==> run_1/final_clocks.png <==
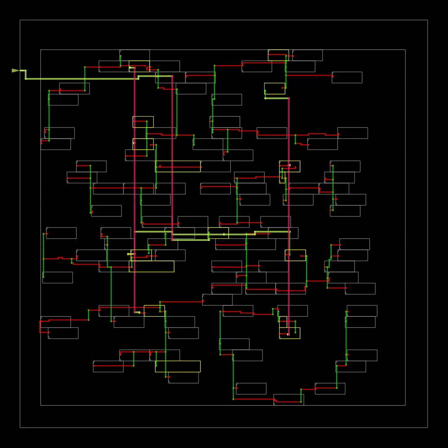
==> run_1/drive_strength.png <==
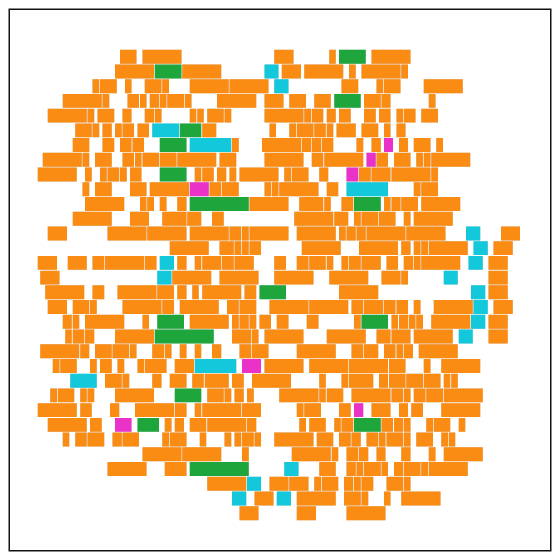
==> run_1/met2.png <==
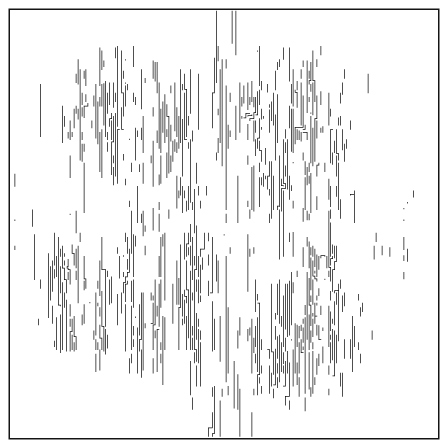
Design input_conditioner, sky130hd; sources not shown.
==> notes.md, run 1 <==
• completed — status
• 45.7% — Max-area cell share
• 1 — cell depth of the worst min-delay path
• 102 — number of tap instances
• 1.99% — proportion of synthesized area in mux cells
• met4 — top routing layer in use
• 2 — Buf+Inv Stages, Crit Path
• logic gates — biggest cell category by area in the final layout
• 444 — cells in synth_stat.txt
• 3.84 ns — required time of the worst setup path
• 0.00142 W — total power after layout
• 4620 um^2 — finished layout cell area
• clkbuf_8 — root cell of the clock tree
• 64 — number of flip-flops under the largest register name
• false — unrepaired setup endpoints after global routing
• 0 — antenna violations before repair
• met2 — gr busiest metal
• yes — TritonCTS clock tree
• 2.82 ns — setup slack on the worst flop-to-flop path
• dfxtp_1 — most frequent cell after synthesis
• 0 — number of setup buffers added after CTS
• 0 — total congestion overflow after global routing
• 45.7% — Post-synth seq share
• 44.5% — Clock Power Share
• 0.0000167 W — power drawn by the combinational cells
• 307 nW/um^2 — areal power density over the cells
• 9 — number of CTS-inserted buffers
• 13000 um — global-route wire length before repair
• 26 — Log Warnings
• 3.30% — met3 Use GR
• 0 — final number of setup-violating endpoints
• 444 — number of standard cells after synthesis
• 583 — final instance count without filler cells
• 66.1% — headroom to the max-slew limit
• 0 — tally of yosys warning messages
• 454 — Synth Net Count
• 92 — sink count of the clock tree
• dfxtp_1 46%, xnor2_1 9.8%, nor2_1 7.2%, nand4_1 3.4%, buf_4 3.0% — leading post-synthesis cells by cell area
• 0 — Final Slew Violations
• 4030 um^2 — summed instance area of the synthesized netlist
• dfxtp_1 — top_reg_cell synth
• 0% — async set or reset register ratio after synthesis
• 5140 um — post-detail-place hpwl
• 0.08 ns — clock-pin transition on the worst setup and hold timing paths
• 0 ns — setup_tns
• 12.2% — post-synthesis share of cell area spent on xor and xnor gates
• 0.000632 W — power of the clock network
• 92 — sequential cells
• 32 — Core Rows
• 21 — count of port buffers added during placement
• 3300 um — wire length on met2
• 0.000771 W — sequential group power
• 99.8 um — width of the chip
• 5.42% — clock distribution area overhead in the final layout
• 39.9% — register share of the cell area
• 9950 um^2 — full die area
• 0.79 ns — Max stage delay on crit path
• 4370 um^2 — standard cell area after detailed placement
• reg2out — WS Path Type
• clkdlybuf4s50_1 — library cell contributing the largest single delay on the critical path
• 0 — count of flip-flops with a built-in enable after synthesis
• registers — group drawing the most power
• 39 — count of unique library cells instantiated by Yosys
• 0.438 ns — minimum hold slack
• 1840 um^2 — sequential cell area in the final layout
• dfxtp_1 — highest-count logic cell in the final layout
• 0 — count of hold-fix buffers inserted at cts
• 0 — maximum capacitance violations
• 19 — Logic inverters
• 8.35% — fraction of cell area in non-clock buffers
• 15 — largest net degree at the start of global routing
• 54.3% — sequential fraction of design power
• 9.15% — ratio of cells with drive above 1 in the final layout
• 20.1% — routing usage on met1
• 47 — Non-Clock Buffer Count
• 0 — antenna-violating nets left
• 2 — Levels on crit path
• 1.24% — Post-Synth Adder-Cell Area
• 567 — Inst Count DP
• 2.07 ns — pre-CTS WS
• 0.841 — final RePlAce weighted congestion
• 4 — first-pass detailed-route iteration total
• 2948 — via count of the first global-routing pass
• 92 x dfxtp_1, 77 x nor2_1, 45 x xnor2_1, 22 x nand2_1, 22 x nand4_1 — top cell types by occurrence after synthesis
Back to the opening pictures, final_clocks.png:
clock tree skew after final layout: 0.0106 ns
Late-Pin Clk Latency: 0.36 ns

Back to the opening pictures, drive_strength.png:
legend:
  drive 3 to 4:
    color: cyan
    cells: 21
    share: 4.4%
  drive 6 and up:
    color: green
    cells: 16
    share: 3.3%
  drive 2:
    color: magenta
    cells: 7
    share: 1.5%
  drive 1 or less:
    color: orange
    cells: 437
    share: 91%
final worst-path setup slack: 2.11 ns
synthesis-to-layout area growth: 14.6%

Back to the opening pictures, met2.png:
longest straight run: 29.2 um
main direction: vertical
share of all routed wire: 46%
met2 usage in global routing: 26.1%
via count of the routed design: 3033
wire length after detailed routing: 7250 um

==> inputs of run 2 (changes only) <==
PLACE_DENSITY = 0.78   (was 0.76)
clock period = 2.2 ns   (was 4.8 ns; I/O delays follow)
==> run_2/cell_classes.png <==
The bar under the picture is 20 um long. Fill, decap, tap and diode cells in gray.
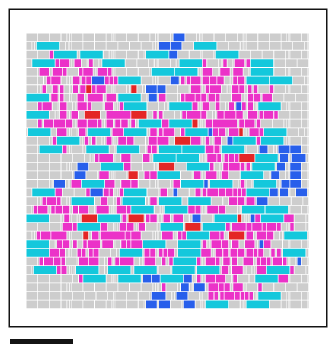
legend:
  flip-flops:
    color: cyan
    cells: 92
  all other logic:
    color: magenta
    cells: 326
  clock drivers and dummy loads:
    color: red
    cells: 16
  other buffers and delay cells:
    color: blue
    cells: 47
register share of the cell area: 40.7%
final core utilization: 58.3%
area inside the core boundary: 7770 um^2
finished layout cell area: 4530 um^2
Core Rows: 32

==> run 2 against run 1 <==
Synthesized cell count unchanged. Register-to-register slack got worse by 2.6 ns. Synthesized area stayed put. Largest cell class unchanged.
==> notes.md, run 2 <==
• 1840 um^2 — sequential cell area in the final layout
• dfxtp_1 — highest-count logic cell in the final layout
• 3240 um — wire length on met2
• 9.07 um^2 — post-synthesis average cell area
• 0 — count of flip-flops with a built-in enable after synthesis
• 0.80 ns — Max stage delay on crit path
• 39 — count of unique library cells instantiated by Yosys
• 26 — Log Warnings
• dfxtp_1 46%, xnor2_1 9.8%, nor2_1 7.2%, nand4_1 3.4%, buf_4 3.0% — leading post-synthesis cells by cell area
• 99.8 um — width of the chip
• 4370 um^2 — standard cell area after detailed placement
• 0 — number of setup buffers added after CTS
• 12500 um — global-route wire length before repair
• 0.000942 W — power of the clock network
• 35.4% — Clock Power Share
• 0.848 — final RePlAce weighted congestion
• 0 — Hold Fails Final Rpt
• 4030 um^2 — summed standard-cell area reported by yosys
• 1.24% — Post-Synth Adder-Cell Area
• 587 nW/um^2 — areal power density over the cells
• 9950 um^2 — full die area
• 8.62% — fraction of cell area in non-clock buffers
• 2 — Levels on crit path
• met4 — top routing layer in use
• 0.0915 ns — pre-CTS WS
• 0.24 ns — setup slack on the worst flop-to-flop path
• 95.7% — final worst-path cycle share
• 444 — cells in synth_stat.txt
• 1.99% — proportion of synthesized area in mux cells
• 1.67 ns — data arrival time of the critical path
• 25.2% — met2 usage in global routing
• 1 — cell depth of the worst min-delay path
• 0% — async set or reset register ratio after synthesis
• 0.00755 ns — clock tree skew after final layout
• yes — TritonCTS clock tree
• 2982 — via count of the routed design
• 64 — number of flip-flops under the largest register name
• 0 — maximum capacitance violations
• dfxtp_1 — most frequent cell after synthesis
• 2 — CTS max path bufs
• 92 x dfxtp_1, 77 x nor2_1, 45 x xnor2_1 — commonest cells after routing, fill and taps aside
• 8.94% — ratio of cells with drive above 1 in the final layout
• 0 ns — setup_tns
• 444 — number of standard cells after synthesis
• 65.8% — headroom to the max-slew limit
• 0 — Final Slew Violations
• 0 — tally of yosys warning messages
• 0 — total congestion overflow after global routing
• 12.5% — synthesis-to-layout area growth
• 0.0939 ns — final worst-path setup slack
• reg2out — WS Path Type
• 11.8 um — drt wl/cell
• 18.8% — routing usage on met1
• 684 — number of fillers in the final layout
• 0.00266 W — total power after layout
• 45.7% — Max-area cell share
• 92 x dfxtp_1, 77 x nor2_1, 45 x xnor2_1, 22 x nand2_1, 22 x nand4_1 — top cell types by occurrence after synthesis
• dfxtp_1 — leading area contributor after synthesis
• 45.7% — Post-synth seq share
• 5080 um — post-detail-place hpwl
• 0.00168 W — sequential group power
• 0 — post-CTS sizing
• 0.0000364 W — power drawn by the combinational cells
• 3.53% — clock distribution area overhead in the final layout
• 4030 um^2 — summed instance area of the synthesized netlist
• 19 — Logic inverters
• false — unrepaired setup endpoints after global routing
• registers — group drawing the most power
• 5.11 — via count normalized by instance count
• 2 — Buf+Inv Stages, Crit Path
• 0 — antenna-violating nets left
• 583 — final instance count without filler cells
• 4 — first-pass detailed-route iteration total
• 567 — Inst Count DP
• 1.43 nW — leakage power summed over all cells
• 3 — number of H-tree levels
• 102 — number of tap instances
• clkdlybuf4s50_1 — library cell contributing the largest single delay on the critical path
• 63.2% — sequential fraction of design power
• 1.76 ns — required time of the worst setup path
• 12.2% — post-synthesis share of cell area spent on xor and xnor gates
• 0 — final number of setup-violating endpoints
• 369 uV — Max VDD drop
• 4.77% — met3 Use GR
• 2917 — via count of the first global-routing pass
• met2 — gr busiest metal
• 9 — number of CTS-inserted buffers
• logic gates — biggest cell category by area in the final layout
• 21 — count of port buffers added during placement
• 11 — Layout clock buffers
• 47 — Non-Clock Buffer Count
• completed — status
• 6900 um — wire length after detailed routing
• 15 — largest net degree at the start of global routing
• 0.08 ns — clock-pin transition on the worst setup and hold timing paths
• 454 — Synth Net Count
• 0 — count of hold-fix buffers inserted at cts
• 0.34 ns — Late-Pin Clk Latency
• dfxtp_1 — top_reg_cell synth
• 0 — antenna violations before repair
• 51.9% — initial cell density of the core
• 0.000561 W — power dissipated by switching net loads
• 0.432 ns — minimum hold slack
• clkbuf_8 — root cell of the clock tree
==> run_2/final_clocks.png <==
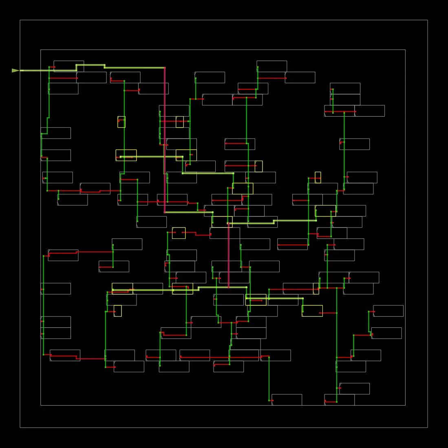
sink count of the clock tree: 92
sequential cells: 92

Power is estimated from default activity; no workload was simulated.
